$ cat src/rtl/booth_div_pkg.sv
// ---------------------------------------------------------------------------
// booth_div_pkg
// Shared widths, FSM state encoding and saturation constants for the
// sequential signed divider (booth_div).
// Optional feature macro used by the divider: BOOTH_DIV_EARLY_EXIT_EN.
// ---------------------------------------------------------------------------
package booth_div_pkg;

    localparam int DIV_DW  = 8;          // divisor / quotient / remainder width
    localparam int DIV_DDW = 2 * DIV_DW; // dividend width (multiplier product width)
    localparam int DIV_CW  = 5;          // iteration counter width, 2^CW > 2*DW

    typedef enum logic [1:0] {
        IDLE = 2'd0,
        RUN  = 2'd1,
        FIX  = 2'd2,
        DONE = 2'd3
    } state_e;

    localparam logic signed [DIV_DW-1:0] QMAX = 8'sh7F;
    localparam logic signed [DIV_DW-1:0] QMIN = 8'sh80;

endpackage

$ cat src/rtl/booth_div_if.sv
// ---------------------------------------------------------------------------
// booth_div_if
// Load/result bus of the signed divider.
//   master : drives load, dividend, divisor; observes results and flags
//   slave  : the divider side
// ---------------------------------------------------------------------------
interface booth_div_if #(
    parameter int DW = 8
);
    logic                   load;
    logic signed [2*DW-1:0] dividend;
    logic signed [DW-1:0]   divisor;
    logic signed [DW-1:0]   quotient;
    logic signed [DW-1:0]   remainder;
    logic                   busy;
    logic                   done;
    logic                   overflow;
    logic                   div_zero;

    modport master (
        output load, dividend, divisor,
        input  quotient, remainder, busy, done, overflow, div_zero
    );

    modport slave (
        input  load, dividend, divisor,
        output quotient, remainder, busy, done, overflow, div_zero
    );
endinterface

$ cat src/rtl/booth_div_step.sv
// ---------------------------------------------------------------------------
// div_step
// One combinational restoring-division iteration on unsigned magnitudes.
//   prem_i : partial remainder (always < dmag_i, so DW bits suffice)
//   qmag_i : dividend/quotient shift register
//   dmag_i : divisor magnitude (DW+1 bits, up to 2^(DW-1))
//   prem_o : next partial remainder
//   qmag_o : next shift register, new quotient bit in the LSB
// ---------------------------------------------------------------------------
module div_step #(
    parameter int DW = 8
) (
    input  logic [DW-1:0]   prem_i,
    input  logic [2*DW-1:0] qmag_i,
    input  logic [DW:0]     dmag_i,
    output logic [DW-1:0]   prem_o,
    output logic [2*DW-1:0] qmag_o
);
    logic [DW:0] shifted;
    logic        ge;

    assign shifted = {prem_i, qmag_i[2*DW-1]};
    assign ge      = (shifted >= dmag_i);

    // Difference is below dmag_i whenever ge holds, so the top bit is always 0.
    assign prem_o = ge ? DW'(shifted - dmag_i) : shifted[DW-1:0];
    assign qmag_o = {qmag_i[2*DW-2:0], ge};
endmodule

$ cat src/rtl/booth_div.sv
// ---------------------------------------------------------------------------
// booth_div
// Sequential signed divider: 2*DW-bit dividend / DW-bit divisor giving a
// truncating DW-bit quotient and remainder, with overflow and div-by-zero.
// One restoring iteration per clock in RUN, sign/saturation fix-up in FIX.
//   clk   : rising-edge clock
//   reset : synchronous, active-high
//   bus   : booth_div_if.slave (load, dividend, divisor, quotient,
//           remainder, busy, done, overflow, div_zero)
// Optional macro BOOTH_DIV_EARLY_EXIT_EN: a zero dividend or divisor skips
// RUN and finishes one cycle after load; results are unchanged.
//
// state | meaning
// IDLE  | waiting for load, outputs at reset values
// RUN   | one restoring iteration per cycle, 2*DW cycles
// FIX   | apply signs, detect overflow / divide by zero
// DONE  | results valid and held until the next load
// ---------------------------------------------------------------------------
module booth_div
    import booth_div_pkg::*;
#(
    parameter int DW = DIV_DW,
    parameter int CW = DIV_CW
) (
    input  logic clk,
    input  logic reset,
    booth_div_if.slave bus
);
    localparam logic [CW-1:0]   LAST_CNT = CW'(2*DW-1);
    localparam logic [2*DW-1:0] QLIM_P   = {{(DW+1){1'b0}}, {(DW-1){1'b1}}};
    localparam logic [2*DW-1:0] QLIM_N   = {{DW{1'b0}}, 1'b1, {(DW-1){1'b0}}};
    localparam logic [DW-1:0]   SAT_P    = {1'b0, {(DW-1){1'b1}}};
    localparam logic [DW-1:0]   SAT_N    = {1'b1, {(DW-1){1'b0}}};

    state_e                state_q, state_d;
    logic [CW-1:0]         cnt_q, cnt_d;
    logic [DW-1:0]         prem_q, prem_d;
    logic [2*DW-1:0]       qmag_q, qmag_d;
    logic [DW:0]           dmag_q, dmag_d;
    logic                  sn_q, sn_d, sd_q, sd_d;
    logic signed [DW-1:0]  quot_q, quot_d, rem_q, rem_d;
    logic                  ovf_q, ovf_d, dz_q, dz_d;

    logic [DW-1:0]         prem_nx;
    logic [2*DW-1:0]       qmag_nx;
    logic [2*DW-1:0]       a_mag;
    logic signed [DW:0]    b_ext;
    logic [DW:0]           b_mag;
    logic                  q_neg;

    // -(-2^(2DW-1)) wraps to 2^(2DW-1), which is the correct unsigned magnitude.
    assign a_mag = bus.dividend[2*DW-1] ? -bus.dividend : bus.dividend;
    assign b_ext = {bus.divisor[DW-1], bus.divisor};
    assign b_mag = b_ext[DW] ? -b_ext : b_ext;
    assign q_neg = sn_q ^ sd_q;

    div_step #(.DW(DW)) u_step (
        .prem_i (prem_q),
        .qmag_i (qmag_q),
        .dmag_i (dmag_q),
        .prem_o (prem_nx),
        .qmag_o (qmag_nx)
    );

    always_comb begin
        state_d = state_q;
        cnt_d   = cnt_q;
        prem_d  = prem_q;
        qmag_d  = qmag_q;
        dmag_d  = dmag_q;
        sn_d    = sn_q;
        sd_d    = sd_q;
        quot_d  = quot_q;
        rem_d   = rem_q;
        ovf_d   = ovf_q;
        dz_d    = dz_q;
        case (state_q)
            IDLE, DONE: begin
                if (bus.load) begin
                    sn_d    = bus.dividend[2*DW-1];
                    sd_d    = bus.divisor[DW-1];
                    qmag_d  = a_mag;
                    dmag_d  = b_mag;
                    prem_d  = '0;
                    cnt_d   = '0;
                    state_d = RUN;
`ifdef BOOTH_DIV_EARLY_EXIT_EN
                    if ((bus.divisor == '0) || (bus.dividend == '0)) begin
                        qmag_d  = '0;
                        state_d = FIX;
                    end
`endif
                end
            end
            RUN: begin
                prem_d = prem_nx;
                qmag_d = qmag_nx;
                cnt_d  = cnt_q + CW'(1);
                if (cnt_q == LAST_CNT) begin
                    state_d = FIX;
                end
            end
            FIX: begin
                state_d = DONE;
                if (dmag_q == '0) begin
                    dz_d   = 1'b1;
                    ovf_d  = 1'b0;
                    quot_d = '0;
                    rem_d  = '0;
                end else begin
                    dz_d  = 1'b0;
                    rem_d = sn_q ? -$signed(prem_q) : $signed(prem_q);
                    if ((!q_neg && (qmag_q > QLIM_P)) || (q_neg && (qmag_q > QLIM_N))) begin
                        ovf_d  = 1'b1;
                        quot_d = q_neg ? $signed(SAT_N) : $signed(SAT_P);
                    end else begin
                        ovf_d  = 1'b0;
                        quot_d = q_neg ? -$signed(qmag_q[DW-1:0]) : $signed(qmag_q[DW-1:0]);
                    end
                end
            end
            default: state_d = IDLE;
        endcase
    end

    always_ff @(posedge clk) begin
        if (reset) begin
            state_q <= IDLE;
            cnt_q   <= '0;
            prem_q  <= '0;
            qmag_q  <= '0;
            dmag_q  <= '0;
            sn_q    <= 1'b0;
            sd_q    <= 1'b0;
            quot_q  <= '0;
            rem_q   <= '0;
            ovf_q   <= 1'b0;
            dz_q    <= 1'b0;
        end else begin
            state_q <= state_d;
            cnt_q   <= cnt_d;
            prem_q  <= prem_d;
            qmag_q  <= qmag_d;
            dmag_q  <= dmag_d;
            sn_q    <= sn_d;
            sd_q    <= sd_d;
            quot_q  <= quot_d;
            rem_q   <= rem_d;
            ovf_q   <= ovf_d;
            dz_q    <= dz_d;
        end
    end

    assign bus.quotient  = quot_q;
    assign bus.remainder = rem_q;
    assign bus.overflow  = ovf_q;
    assign bus.div_zero  = dz_q;
    assign bus.busy      = (state_q == RUN) || (state_q == FIX);
    assign bus.done      = (state_q == DONE);
endmodule

$ cat src/flat_wrapper.sv
// flat-port wrapper written by rule: the top's interface ports become plain ports
module booth_div_flat import booth_div_pkg::*;
#(
    parameter int DW = DIV_DW,
    parameter int CW = DIV_CW
)
  (clk, reset, bus_load, bus_dividend, bus_divisor, bus_quotient, bus_remainder, bus_busy, bus_done, bus_overflow, bus_div_zero);
  booth_div_if #(.DW(DW)) bus_i ();
  input  logic clk;
  input  logic reset;
  input wire logic [$bits(bus_i.load)-1:0] bus_load;
  input wire logic [$bits(bus_i.dividend)-1:0] bus_dividend;
  input wire logic [$bits(bus_i.divisor)-1:0] bus_divisor;
  output wire logic [$bits(bus_i.quotient)-1:0] bus_quotient;
  output wire logic [$bits(bus_i.remainder)-1:0] bus_remainder;
  output wire logic [$bits(bus_i.busy)-1:0] bus_busy;
  output wire logic [$bits(bus_i.done)-1:0] bus_done;
  output wire logic [$bits(bus_i.overflow)-1:0] bus_overflow;
  output wire logic [$bits(bus_i.div_zero)-1:0] bus_div_zero;
  assign bus_i.load = bus_load;
  assign bus_i.dividend = bus_dividend;
  assign bus_i.divisor = bus_divisor;
  assign bus_quotient = bus_i.quotient;
  assign bus_remainder = bus_i.remainder;
  assign bus_busy = bus_i.busy;
  assign bus_done = bus_i.done;
  assign bus_overflow = bus_i.overflow;
  assign bus_div_zero = bus_i.div_zero;
  booth_div #(.DW(DW), .CW(CW)) u_core (.clk(clk), .reset(reset), .bus(bus_i));
endmodule
$ cat config.mk
export PLATFORM = sky130hd
export DESIGN_NAME = booth_div_flat
export DESIGN_NICKNAME = d
export VERILOG_FILES = /design/src/rtl/booth_div_pkg.sv /design/src/rtl/booth_div_if.sv /design/src/rtl/booth_div_step.sv /design/src/rtl/booth_div.sv /design/src/flat_wrapper.sv
export SDC_FILE = /design/constraint.sdc
export NUM_CORES = 1
export LEC_CHECK = 0
export CAP_MARGIN = 0
export CELL_PAD_IN_SITES_DETAIL_PLACEMENT = 0
export CELL_PAD_IN_SITES_GLOBAL_PLACEMENT = 2
export CORE_MARGIN = 4
export CORE_UTILIZATION = 37
export DETAILED_ROUTE_END_ITERATION = 16
export DONT_BUFFER_PORTS = 1
export PLACE_DENSITY = 0.9
export SETUP_SLACK_MARGIN = 0.5
export SYNTH_ARGS = -nofsm -noshare
export SYNTH_HDL_FRONTEND = slang
export SYNTH_SLANG_ARGS = --single-unit
$ cat constraint.sdc
create_clock -name clk -period 2.5 [get_ports clk]
set_input_delay 0.5 -clock clk [delete_from_list [all_inputs] [get_ports clk]]
set_output_delay 0.5 -clock clk [all_outputs]
set_load 0.01 [all_outputs]
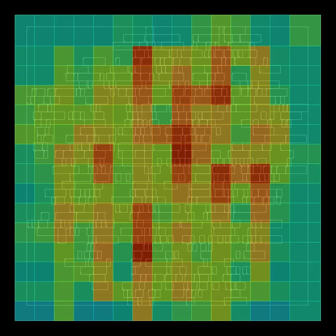
*Track usage over the die, run 1*
met2 Usage GRT: 27.2%
global routing usage on met1: 21.9%
aggregate global-route resource usage: 16.8%
met3 usage: 4.86%

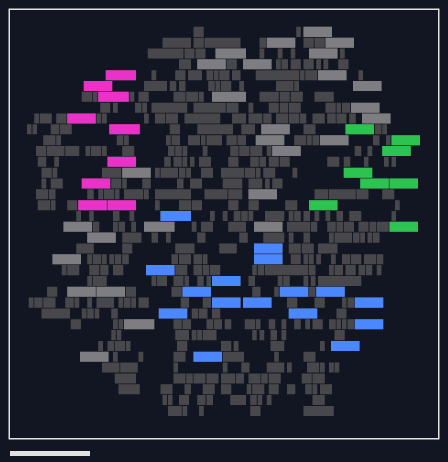
*Register map, names as in the netlist, run 1*
Scale bar: 20 µm.
legend:
  u_core.bus.quotient:
    colour: green
    placed_flops: 8
    where: east
  u_core.dmag_q:
    colour: magenta
    placed_flops: 9
  u_core.qmag_q:
    colour: blue
    placed_flops: 16
register area: 1210 µm²
utilization after layout: 45.2%

==> flow_summary.toml, run 1 <==
# implementation run metrics
[floorplanning]
chipArea_um2 = 11600
taps = 133

[synthesis]
aoi_share_pct = 23.6
synth_chip_area_um2 = 3660
flop_cell = "dfxtp_1"
ys_types = 59
topCellsByArea = "dfxtp_1, ha_1, nand2_1, nor2_1, a21oi_1"
ys_sh_simple_pct = 22.2
synthAdderAreaFrac_pct = 7.04

[setup_path]
crit_family = "AND-OR/OR-AND gates"
endpoint_kind = "flip-flop"
required_ps = 2730
cp_slowest_stage_delay_ps = 360
r2r-start = "u_core.qmag_q[15]$_SDFFE_PP0P_"
crit_buf_inv = 2
worstPathArrival_ps = 2230

[global_route]
grt_max_degree = 50
top_usage_layer = "met2"
antenna_found_initial = 0
grt_pass1_wl_um = 15800

[finish]
largest_reg_flops = 16
lay_top_cells = "nand2_1, nor2_1, dfxtp_1"
syn2layout_area_growth_pct = 19.6
lay_top_count = "nand2_1"
reg_top3 = "u_core.qmag_q: 16 flops, u_core.dmag_q: 9 flops"
drive_gt1_share_pct = 18.2
clockNetworkAreaShare_pct = 5.63
largestClassByArea = "multi-input combinational cells"

[sta]
relSlewSlack_pct = 58.6
finalSetupTns_ps = 0
finalMaxSlewViolations = 0
setup-violations-final = 0
hold_viol_final = 0
whs_ps = 216

[detailed_routing]
drtIter0Drc = 197
topRoutingLayerUsed = "met4"
wl_met2_um = 4600

[status]
status = "finished clean"

[placement]
place.gp.congestion = 0.887

[hold_path]
hp-class = "input pin to flip-flop"

[clock_tree]
cts-root-buf = "clkbuf_8"
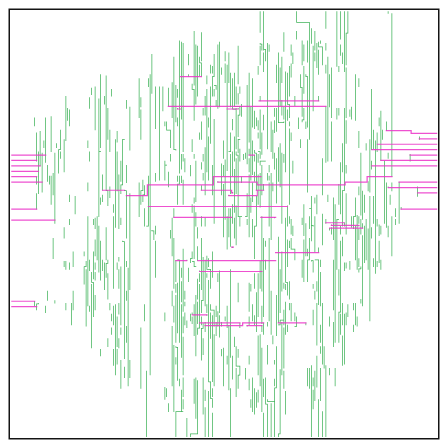
*Signal wires by layer, run 1*
Only two layers are drawn.
legend:
  M3:
    colour: magenta
    wire_length: 528 µm
  M2:
    colour: green
    wire_length: 4600 µm
drt total wl: 9410 µm
via count: 3326
WL/cell: 15.1 µm

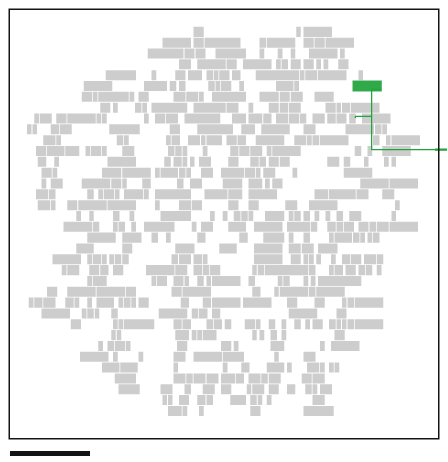
*Port wiring, run 1*
Scale bar: 20 µm.
legend:
  bus_overflow:
    colour: green
    bits: 1
    direction: output
    edge: east
    end_cells: 1
    buffers: 0
    wire: 38.2 µm
buffers added on ports: 0
# IOs: 47

==> run 2: changes to the inputs <==
CORE_UTILIZATION = 34   (was 37)
PLACE_DENSITY = 0.87   (was 0.9)
clock period = 1.8 ns   (was 2.5 ns; I/O delays follow)
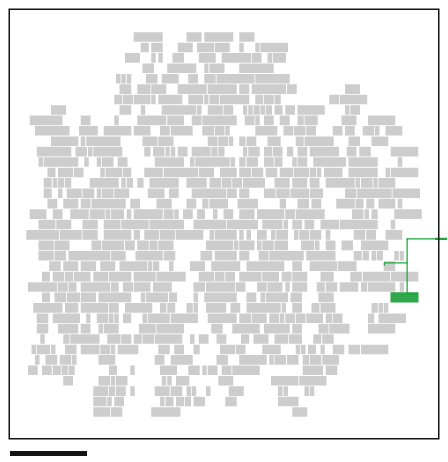
*Port wiring, run 2*
Scale bar: 20 µm.
legend:
  bus_overflow:
    colour: green
    bits: 1
    direction: output
    edge: east
    end_cells: 1
    buffers: 0
    wire: 31.5 µm

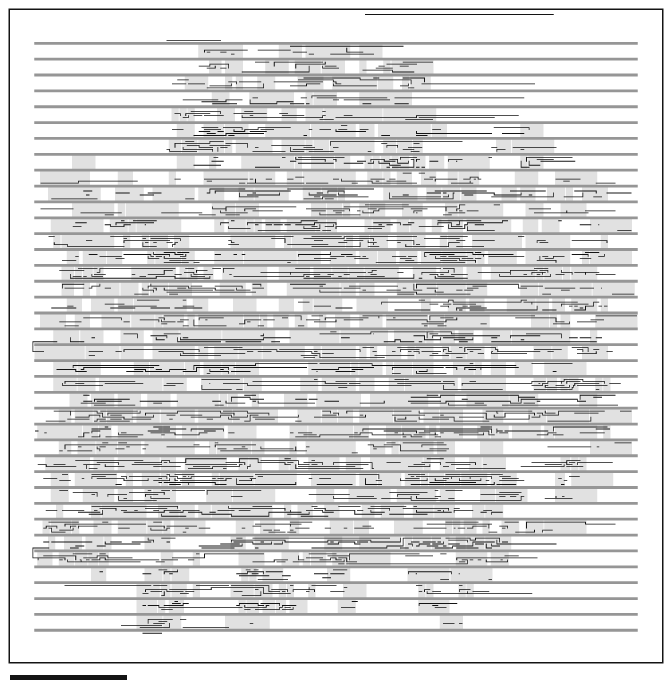
*M1 wires, run 2*
Scale bar: 20 µm. Supply wires on this layer in grey.
longest straight run: 32.2 µm
main direction: horizontal
nets with wire on the layer: 583
wire length on this layer: 5220 µm
drt total wl: 11900 µm
via count: 3763

==> flow_summary.toml, run 2 <==
# implementation run metrics
[sta]
hold_viol_final = 0
relSlewSlack_pct = 62.7
setup-violations-final = 7
fin_ws_ps = -90.3
finalMaxSlewViolations = 0
whs_ps = 68.5
finalSetupTns_ps = -333

[placement]
place.gp.congestion = 0.884
port_buffers = 0

[synthesis]
aoi_share_pct = 23.6
topCellsByArea = "dfxtp_1, ha_1, nand2_1, nor2_1, a21oi_1"
flop_cell = "dfxtp_1"
syn_area_per_cell_um2 = 7.79
synthAdderAreaFrac_pct = 7.04
synth_chip_area_um2 = 3660
ys_sh_simple_pct = 22.2

[setup_path]
crit_buf_inv = 1
cp_slowest_stage_delay_ps = 340
worstPathArrival_ps = 2130
required_ps = 2040
r2r-start = "u_core.dmag_q[6]$_SDFFE_PP0P_"
crit_family = "AND-OR/OR-AND gates"

[global_route]
grtUsageTotal_pct = 18.0
top_usage_layer = "met2"
grt_use_met1_pct = 22.2
use_met3_pct = 5.71
use_met2_pct = 30.5
grt_max_degree = 50
grt_pass1_wl_um = 18600

[hold_path]
hp-class = "input pin to flip-flop"

[finish]
lay_top_count = "buf_4"
syn2layout_area_growth_pct = 65.7
seqCellArea_um2 = 1250
flops = 60
lay_top_cells = "buf_4, nand2_1, nor2_1"
largest_reg_flops = 16
reg_top3 = "u_core.qmag_q: 16 flops, u_core.dmag_q: 9 flops"
drive_gt1_share_pct = 57.2

[floorplanning]
ios = 47
taps = 136

[clock_tree]
cts-root-buf = "clkbuf_8"

[detailed_routing]
post_drt_wl_per_cell_um = 16.7
drtIter0Drc = 118
topRoutingLayerUsed = "met4"

[status]
violations = "setup timing"
status = "finished with violations"
==> run 3: changes to the inputs <==
CORE_UTILIZATION = 40   (was 34)
PLACE_DENSITY = 0.95   (was 0.87)
clock period = 2.2 ns   (was 1.8 ns; I/O delays follow)
==> flow_summary.toml, run 3 <==
# implementation run metrics
[sta]
relSlewSlack_pct = 49.5
fin_ws_ps = 265
finalMaxSlewViolations = 0
whs_ps = 163
hold_viol_final = 0
finalSetupTns_ps = 0

[finish]
flops = 60
drive_gt1_share_pct = 30.8
reg_top3 = "u_core.qmag_q: 16 flops, u_core.dmag_q: 9 flops"
lay_top_count = "nand2_1"
lay_top_cells = "nand2_1, nor2_1, buf_4"

[detailed_routing]
topRoutingLayerUsed = "met4"
drtIter0Drc = 144

[setup_path]
worstPathArrival_ps = 2160
required_ps = 2420
path_max_fanout = 2
r2r_slack_ps = 260
crit_buf_inv = 2
crit_family = "adder cells"
cp_slowest_stage_delay_ps = 360
reg2reg_to = "u_core.prem_q[4]$_SDFFE_PP0P_"

[status]
status = "finished clean"

[floorplanning]
taps = 108
ios = 47

[synthesis]
synth_chip_area_um2 = 3660
flop_cell = "dfxtp_1"
syn_area_per_cell_um2 = 7.79
ys_cells = 470
topCellsByArea = "dfxtp_1, ha_1, nand2_1, nor2_1, a21oi_1"
synthAdderAreaFrac_pct = 7.04
ys_sh_simple_pct = 22.2
aoi_share_pct = 23.6

[global_route]
grt_max_degree = 50
grt_pass1_wl_um = 16500
top_usage_layer = "met2"
grtUsageTotal_pct = 18.5

[clock_tree]
cts.repair.resized = 60
cts-root-buf = "clkbuf_8"

[hold_path]
whs_path_depth = 1
hp-class = "input pin to flip-flop"
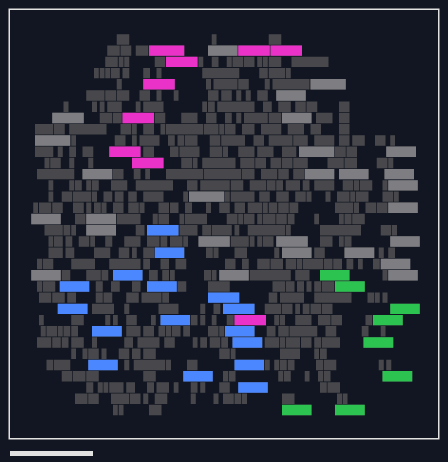
*Register map, names as in the netlist, run 3*
Scale bar: 20 µm.
legend:
  u_core.bus.quotient:
    colour: green
    placed_flops: 8
    where: south-east
  u_core.qmag_q:
    colour: blue
    placed_flops: 16
  u_core.dmag_q:
    colour: magenta
    placed_flops: 9
not coloured: 27
register area: 1240 µm²
seq pwr: 1.82 mW
utilization after layout: 54.7%
flop share of the area: 25.7%

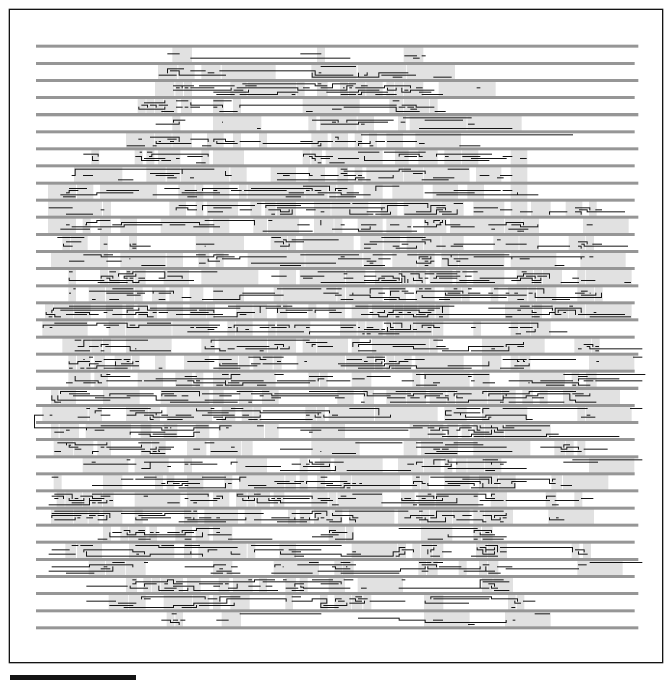
*M1 wires, run 3*
Scale bar: 20 µm. Supply wires on this layer in grey.
share of all routed wire: 46%
main direction: horizontal
longest straight run: 33.6 µm
drt total wl: 10200 µm
via count: 3483
global routing usage on met1: 24.2%

Power is estimated from default activity; no workload was simulated.
